### Placement density heat map

14 x 11 tiles, from black (low) to pale yellow (high), 0 to 100% covered.
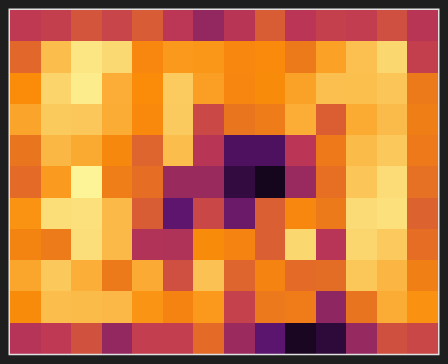
### Congestion heat map

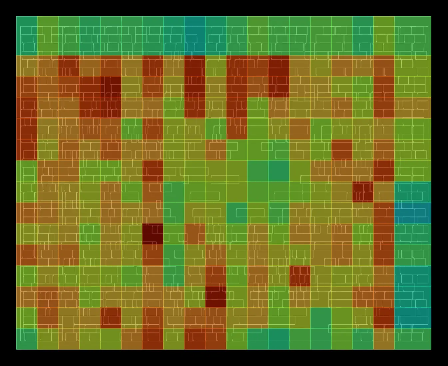
### config.mk
export PLATFORM = sky130hd
export DESIGN_NAME = mem_port_arbiter_flat
export DESIGN_NICKNAME = d
export VERILOG_FILES = /design/src/rtl/mem_port_arbiter_if.sv /design/src/rtl/mem_port_arbiter.sv /design/src/flat_wrapper.sv
export SDC_FILE = /design/constraint.sdc
export NUM_CORES = 1
export LEC_CHECK = 0
export CAP_MARGIN = 40
export CORE_ASPECT_RATIO = 0.8
export CORE_UTILIZATION = 44
export DETAILED_ROUTE_END_ITERATION = 6
export GPL_TIMING_DRIVEN = 0
export PLACE_DENSITY = 0.87
export SYNTH_ARGS = -nofsm -noshare
export SYNTH_HDL_FRONTEND = slang
export SYNTH_SLANG_ARGS = --single-unit
### constraint.sdc
create_clock -name clk -period 6.5 [get_ports clk]
set_input_delay 1.3 -clock clk [delete_from_list [all_inputs] [get_ports clk]]
set_output_delay 1.3 -clock clk [all_outputs]
set_load 0.01 [all_outputs]
### src/rtl/mem_port_arbiter_if.sv
`default_nettype none
// ============================================================================
//  Module      : mem_port_arbiter_if
//  Description : Bundle of the two requester ports, the shared memory port
//                and the busy/stall flag served by mem_port_arbiter.
//                slave  = the arbiter side, master = requesters + memory.
//  Revision    : 1.0  initial release
// ============================================================================
interface mem_port_arbiter_if;
  // requester 0 (fetch)
  logic        r0_req;
  logic [3:0]  r0_we;
  logic [31:0] r0_addr;
  logic [31:0] r0_wdata;
  logic        r0_gnt;
  logic        r0_done;
  logic        r0_err;
  logic [31:0] r0_rdata;
  // requester 1 (data)
  logic        r1_req;
  logic [3:0]  r1_we;
  logic [31:0] r1_addr;
  logic [31:0] r1_wdata;
  logic        r1_gnt;
  logic        r1_done;
  logic        r1_err;
  logic [31:0] r1_rdata;
  // shared memory port
  logic        mem_en;
  logic [3:0]  mem_we;
  logic [31:0] mem_addr;
  logic [31:0] mem_din;
  logic [31:0] mem_dout;
  logic        mem_accept_read;
  logic        mem_accept_write;
  // stall source
  logic        busy;

  modport slave (
    input  r0_req, r0_we, r0_addr, r0_wdata,
    input  r1_req, r1_we, r1_addr, r1_wdata,
    input  mem_dout, mem_accept_read, mem_accept_write,
    output r0_gnt, r0_done, r0_err, r0_rdata,
    output r1_gnt, r1_done, r1_err, r1_rdata,
    output mem_en, mem_we, mem_addr, mem_din,
    output busy
  );

  modport master (
    output r0_req, r0_we, r0_addr, r0_wdata,
    output r1_req, r1_we, r1_addr, r1_wdata,
    output mem_dout, mem_accept_read, mem_accept_write,
    input  r0_gnt, r0_done, r0_err, r0_rdata,
    input  r1_gnt, r1_done, r1_err, r1_rdata,
    input  mem_en, mem_we, mem_addr, mem_din,
    input  busy
  );
endinterface
`default_nettype wire

### src/rtl/mem_port_arbiter.sv
`default_nettype none
// ============================================================================
//  Module      : mem_port_arbiter
//  Description : Two-requester round-robin arbiter for a single memory port
//                with per-access accept timeout and one-cycle done pulses.
//  Revision    : 1.0  initial release
// ============================================================================
module mem_port_arbiter #(
  parameter int unsigned MAX_WAIT = 15
) (
  input  logic                  clk,
  input  logic                  rst_n,
  mem_port_arbiter_if.slave     bus
);

  typedef enum logic [1:0] {
    IDLE  = 2'd0,
    BUSY0 = 2'd1,
    BUSY1 = 2'd2
  } state_t;

  localparam logic [7:0] c_max_wait = 8'(MAX_WAIT);

  state_t      r_state;
  logic        r_last;      // requester served most recently (1 = r1)
  logic [7:0]  r_cnt;       // unaccepted BUSY cycles so far
  logic [3:0]  r_we;
  logic [31:0] r_addr;
  logic [31:0] r_din;
  logic        r_gnt0;
  logic        r_gnt1;
  logic        r_done0;
  logic        r_done1;
  logic        r_err0;
  logic        r_err1;
  logic [31:0] r_rdata0;
  logic [31:0] r_rdata1;

  logic        w_read;
  logic        w_accept;
  logic [7:0]  w_cnt_inc;
  logic        w_timeout;
  logic        w_req0;
  logic        w_req1;
  logic        w_pick1;

  // A requester still sees its own done in the cycle after completion, so
  // its request is masked there to avoid granting the finished access again.
  assign w_req0    = bus.r0_req & ~r_done0;
  assign w_req1    = bus.r1_req & ~r_done1;
  // r1 wins when it is alone, or on a tie when r0 was served last.
  assign w_pick1   = w_req1 & (~w_req0 | ~r_last);

  // Only the accept strobe matching the latched direction counts.
  assign w_read    = (r_we == 4'd0);
  assign w_accept  = w_read ? bus.mem_accept_read : bus.mem_accept_write;
  // Abort at the end of the MAX_WAIT-th unaccepted cycle, i.e. when the wait
  // count would reach MAX_WAIT; an accept in that same cycle still wins.
  assign w_cnt_inc = r_cnt + 8'd1;
  assign w_timeout = (w_cnt_inc == c_max_wait);

  // Arbitration FSM with registered grant, done, error and read-data outputs.
  always_ff @(posedge clk or negedge rst_n) begin
    if (!rst_n) begin
      r_state  <= IDLE;
      r_last   <= 1'b1;
      r_cnt    <= 8'd0;
      r_we     <= 4'd0;
      r_addr   <= 32'd0;
      r_din    <= 32'd0;
      r_gnt0   <= 1'b0;
      r_gnt1   <= 1'b0;
      r_done0  <= 1'b0;
      r_done1  <= 1'b0;
      r_err0   <= 1'b0;
      r_err1   <= 1'b0;
      r_rdata0 <= 32'd0;
      r_rdata1 <= 32'd0;
    end else begin
      r_done0 <= 1'b0;
      r_done1 <= 1'b0;
      case (r_state)
        IDLE: begin
          if (w_req0 | w_req1) begin
            r_cnt <= 8'd0;
            if (w_pick1) begin
              r_state <= BUSY1;
              r_gnt1  <= 1'b1;
              r_last  <= 1'b1;
              r_we    <= bus.r1_we;
              r_addr  <= bus.r1_addr;
              r_din   <= bus.r1_wdata;
            end else begin
              r_state <= BUSY0;
              r_gnt0  <= 1'b1;
              r_last  <= 1'b0;
              r_we    <= bus.r0_we;
              r_addr  <= bus.r0_addr;
              r_din   <= bus.r0_wdata;
            end
          end
        end
        BUSY0, BUSY1: begin
          if (w_accept || w_timeout) begin
            r_state <= IDLE;
            r_gnt0  <= 1'b0;
            r_gnt1  <= 1'b0;
            r_cnt   <= 8'd0;
            if (r_state == BUSY0) begin
              r_done0  <= 1'b1;
              r_err0   <= ~w_accept;
              r_rdata0 <= (w_accept && w_read) ? bus.mem_dout : 32'd0;
            end else begin
              r_done1  <= 1'b1;
              r_err1   <= ~w_accept;
              r_rdata1 <= (w_accept && w_read) ? bus.mem_dout : 32'd0;
            end
          end else begin
            r_cnt <= w_cnt_inc;
          end
        end
        default: begin
          r_state <= IDLE;
          r_gnt0  <= 1'b0;
          r_gnt1  <= 1'b0;
        end
      endcase
    end
  end

  assign bus.r0_gnt   = r_gnt0;
  assign bus.r1_gnt   = r_gnt1;
  assign bus.r0_done  = r_done0;
  assign bus.r1_done  = r_done1;
  assign bus.r0_err   = r_err0;
  assign bus.r1_err   = r_err1;
  assign bus.r0_rdata = r_rdata0;
  assign bus.r1_rdata = r_rdata1;

  assign bus.mem_en   = r_gnt0 | r_gnt1;
  assign bus.mem_we   = (r_gnt0 | r_gnt1) ? r_we : 4'd0;
  assign bus.mem_addr = r_addr;
  assign bus.mem_din  = r_din;

  assign bus.busy     = w_req0 | w_req1 | (r_state != IDLE);

endmodule
`default_nettype wire

### src/flat_wrapper.sv
// flat-port wrapper written by rule: the top's interface ports become plain ports
module mem_port_arbiter_flat 
#(
  parameter int unsigned MAX_WAIT = 15
)
  (clk, rst_n, bus_r0_req, bus_r0_we, bus_r0_addr, bus_r0_wdata, bus_r1_req, bus_r1_we, bus_r1_addr, bus_r1_wdata, bus_mem_dout, bus_mem_accept_read, bus_mem_accept_write, bus_r0_gnt, bus_r0_done, bus_r0_err, bus_r0_rdata, bus_r1_gnt, bus_r1_done, bus_r1_err, bus_r1_rdata, bus_mem_en, bus_mem_we, bus_mem_addr, bus_mem_din, bus_busy);
  mem_port_arbiter_if bus_i ();
  input  logic clk;
  input  logic rst_n;
  input wire logic [$bits(bus_i.r0_req)-1:0] bus_r0_req;
  input wire logic [$bits(bus_i.r0_we)-1:0] bus_r0_we;
  input wire logic [$bits(bus_i.r0_addr)-1:0] bus_r0_addr;
  input wire logic [$bits(bus_i.r0_wdata)-1:0] bus_r0_wdata;
  input wire logic [$bits(bus_i.r1_req)-1:0] bus_r1_req;
  input wire logic [$bits(bus_i.r1_we)-1:0] bus_r1_we;
  input wire logic [$bits(bus_i.r1_addr)-1:0] bus_r1_addr;
  input wire logic [$bits(bus_i.r1_wdata)-1:0] bus_r1_wdata;
  input wire logic [$bits(bus_i.mem_dout)-1:0] bus_mem_dout;
  input wire logic [$bits(bus_i.mem_accept_read)-1:0] bus_mem_accept_read;
  input wire logic [$bits(bus_i.mem_accept_write)-1:0] bus_mem_accept_write;
  output wire logic [$bits(bus_i.r0_gnt)-1:0] bus_r0_gnt;
  output wire logic [$bits(bus_i.r0_done)-1:0] bus_r0_done;
  output wire logic [$bits(bus_i.r0_err)-1:0] bus_r0_err;
  output wire logic [$bits(bus_i.r0_rdata)-1:0] bus_r0_rdata;
  output wire logic [$bits(bus_i.r1_gnt)-1:0] bus_r1_gnt;
  output wire logic [$bits(bus_i.r1_done)-1:0] bus_r1_done;
  output wire logic [$bits(bus_i.r1_err)-1:0] bus_r1_err;
  output wire logic [$bits(bus_i.r1_rdata)-1:0] bus_r1_rdata;
  output wire logic [$bits(bus_i.mem_en)-1:0] bus_mem_en;
  output wire logic [$bits(bus_i.mem_we)-1:0] bus_mem_we;
  output wire logic [$bits(bus_i.mem_addr)-1:0] bus_mem_addr;
  output wire logic [$bits(bus_i.mem_din)-1:0] bus_mem_din;
  output wire logic [$bits(bus_i.busy)-1:0] bus_busy;
  assign bus_i.r0_req = bus_r0_req;
  assign bus_i.r0_we = bus_r0_we;
  assign bus_i.r0_addr = bus_r0_addr;
  assign bus_i.r0_wdata = bus_r0_wdata;
  assign bus_i.r1_req = bus_r1_req;
  assign bus_i.r1_we = bus_r1_we;
  assign bus_i.r1_addr = bus_r1_addr;
  assign bus_i.r1_wdata = bus_r1_wdata;
  assign bus_i.mem_dout = bus_mem_dout;
  assign bus_i.mem_accept_read = bus_mem_accept_read;
  assign bus_i.mem_accept_write = bus_mem_accept_write;
  assign bus_r0_gnt = bus_i.r0_gnt;
  assign bus_r0_done = bus_i.r0_done;
  assign bus_r0_err = bus_i.r0_err;
  assign bus_r0_rdata = bus_i.r0_rdata;
  assign bus_r1_gnt = bus_i.r1_gnt;
  assign bus_r1_done = bus_i.r1_done;
  assign bus_r1_err = bus_i.r1_err;
  assign bus_r1_rdata = bus_i.r1_rdata;
  assign bus_mem_en = bus_i.mem_en;
  assign bus_mem_we = bus_i.mem_we;
  assign bus_mem_addr = bus_i.mem_addr;
  assign bus_mem_din = bus_i.mem_din;
  assign bus_busy = bus_i.busy;
  mem_port_arbiter #(.MAX_WAIT(MAX_WAIT)) u_core (.clk(clk), .rst_n(rst_n), .bus(bus_i));
endmodule
==> deck_impl_summary.md <==
Flow Results at a Glance

Timing
  • Shortest period the worst path allows: 4.06 ns
  • Headroom to the max-slew limit: 51.6%
  • Tcrit/Tclk final: between 60 and 70%
  • Clock Skew: slightly above 0.01 ns
  • Unrepaired setup endpoints after global routing: false
  • WHS: 0.480 ns
  • Final setup violation count: 0
  • Post-route worst setup slack: 2.44 ns
  • Pins Over Slew Limit: 0
  • Setup TNS Final: 0 ns
  • Maximum clock frequency: 247 MHz

Placed design
  • Post-DP Area: 9730 sq um
  • Number of instances in the placed design: ~1000
  • Worst Setup Slack post-DPL: 2.45 ns
  • Number of buffers inserted by port buffering: roughly 310
  • HPWL reported at the end of detailed placement: 15.5 mm

Power
  • Static Leakage: roughly 4.5 nW
  • Peak supply drop: between 200 and 300 uV
  • Total Power Consumption: 4.87 mW

Clocking
  • Number of post-CTS setup repair buffers: 0
  • Source-to-sink clock delay at the later pin of the worst-skew pair: between 0.4 and 0.5 ns
  • CTS buffer count: 17
  • Number of clock sinks: roughly 150
  • CTS H-Tree Depth: 4
  • Hold buffer count at cts: 0
  • Clock-pin slew on the worst setup and hold paths: approximately 0.060 ns
  • CTS root buf: sky130_fd_sc_hd__clkbuf_16
  • Maximum clock insertion buffer count: 2

Floorplan
  • Chip area: between 10000 and 15000 sq um
  • Vert. Die Dim: roughly 110 microns
  • Rows: 38
  • Die Wd: about 140 microns

Yosys
  • Proportion of synthesized flip-flops having asynchronous set or reset: 100%
  • Share of synthesized cell area in full adder, half adder and majority cells: 1.18%
  • XOR Share, Synth: 0%
  • YS chip area: ~6300 sq um
  • Syn_area_per_cell: 11.6 sq um
  • Complex Gates by Area: between 10% and 20%
  • Area fraction in mux cells: a little under an eighth
  • Basic Gates by Area: 7.83%
  • Proportion of synthesized chip area in sequential cells: between 50 and 60%
  • Count of yosys warnings during synthesis: 0
  • # Cells Yosys: ~550
  • Synthesized instance count: around 550
  • Yosys reg bits: between 100 and 150
  • Synth logic family: AND-OR/OR-AND gates
  • Dominant register cell: sky130_fd_sc_hd__dfrtp_1
  • Synthesized cell area: around 6300 sq um
  • Library cell occupying the most area in the post-synthesis netlist: sky130_fd_sc_hd__dfrtp_1
  • Floorplan net count: 729
  • Top post-synthesis cells by area: sky130_fd_sc_hd__dfrtp_1 58%, sky130_fd_sc_hd__mux2i_1 11%, sky130_fd_sc_hd__a22o_1 8.8%

Final layout
  • Share of final-layout standard cells stronger than drive strength 1: 6.03%
  • Ant diodes: 0
  • Combinational gate area: around 2400 sq um
  • Finished Cell Area: roughly 10000 sq um
  • Number of inserted filler cells in the final layout: slightly below 1000
  • Most frequently placed logic cell in the final layout: sky130_fd_sc_hd__clkdlybuf4s50_1
  • Final net count: ~1100
  • Final cell count without fillers: between 1000 and 1500

Critical path
  • Most prevalent standard cell on the critical path: sky130_fd_sc_hd__clkdlybuf4s50_1
  • Crit path max fanout: 6
  • Nature of the critical path startpoint: input port
  • Setup CP Type: in2out
  • Timing endpoint of the critical path: bus_busy
  • Timing startpoint of the critical path: bus_r1_req
  • Critical Path RT: approximately 5.2 ns
  • Setup slack, reg-to-reg: around 4.1 ns
  • Worst reg-to-reg path cell count: 8
  • CP endpoint kind: output port
  • Capture instance of the worst register-to-register path: u_core.bus.mem_din[18]
  • Worst reg2reg path startpoint: u_core.r_state[0]
  • Cells along the critical path: clkdlybuf4s50_1 -> nand2b_1 -> nand3_1 -> clkdlybuf4s50_1
  • Highest cell delay on the worst timing path: between 0.6 and 0.7 ns
  • Worst path slowest cell: sky130_fd_sc_hd__clkdlybuf4s50_1

Routing
  • Per-cell routed wire length: 19.1 microns
  • # DRC: 0
  • Detail Route met2 WL: approximately 10 mm
  • Routed length on met1: 8.06 mm
  • Count of vias placed by the detailed router: ~5700
  • Post-DRT Antenna Nets: 0
  • Drt via density: 5.26
  • Highest metal layer with signal wires: met4
  • Final WL: slightly above 20 mm
  • Number of detailed-routing iterations run before antenna repair: 4
  • Amount of wire on met3 after detailed routing: around 1.9 mm
  • Detailed Route Iter0 Violations: 344

Status
  • Outcome: completed

GRT
  • GR Layer Usage met2: 46.8%
  • Congestion Overflow GR: 0
  • Largest net degree at the start of global routing: just under 90
  • Global-route wire length before repair: just over 30 mm
  • Grt met1 use: 32.0%

Min path
  • Cell depth of the worst min-delay path: 2

Flow run
  • OpenROAD warnings: 30
Back to the opening pictures, 'Placement density heat map':
tiles over 75% full	38%
fullest tile	98%
mean over tiles	68%
emptiest ninth of the die	middle
starting utilization of the core area: 45.8%
standard cell core area: 13800 sq um
utilization after layout: 74.7%

Back to the opening pictures, 'Congestion heat map':
GRT met3 Usage: 10.3%
GR peak layer: met2
global-route total usage across every layer: 27.7%

==> cell type report <==
type / count / share of cell area (%)
Sequential cell: 149 / 36.1
Buffer: 38 / 1.59
Clock inverter: 14 / 1.60
Timing Repair Buffer: 315 / 30.7
Inverter: 7 / 0.254
Tap cell: 180 / 2.18
Clock buffer: 18 / 4.15
Multi-Input combinational cell: 355 / 23.5
==> cells in the mapped netlist (6+ instances only) <==
master                       n
sky130_fd_sc_hd__a21o_1      6
sky130_fd_sc_hd__buf_2      11
sky130_fd_sc_hd__mux2i_1    70
sky130_fd_sc_hd__a22o_1     64
sky130_fd_sc_hd__o21ai_0    75
sky130_fd_sc_hd__nand2_1    80
sky130_fd_sc_hd__nand3_1     6
sky130_fd_sc_hd__dfrtp_1   148
sky130_fd_sc_hd__ha_1        6
sky130_fd_sc_hd__inv_1       7
sky130_fd_sc_hd__clkbuf_1   25
sky130_fd_sc_hd__a21oi_1     8
==> report_power, final <==
group	switching [mW]	internal, mW
clock network	0.420	0.579
registers	0.262	1.36
logic	1.04	1.20
==> worst min-delay path by stage <==
stage / from / endpoint / slack [ns]
5_1_grt: u_core.bus.mem_addr[8] / u_core.bus.mem_addr[8] / 0.50
3_3_place_gp: u_core.bus.mem_din[21] / u_core.bus.mem_din[21] / 0.46
6_report: u_core.bus.mem_din[19] / u_core.bus.mem_din[19] / 0.48
4_1_cts: u_core.bus.mem_din[15] / u_core.bus.mem_din[15] / 0.48
2_1_floorplan: u_core.r_cnt[7] / u_core.r_cnt[7] / 0.44
3_5_place_dp: u_core.bus.mem_din[15] / u_core.bus.mem_din[15] / 0.47
==> worst max-delay path, delay by kind of cell <==
family	cells	cell delay (ns)
buf+inv	2	1.06
simple gates	2	0.39
Power figures rest on the tool's default switching activity, not on a simulated workload.
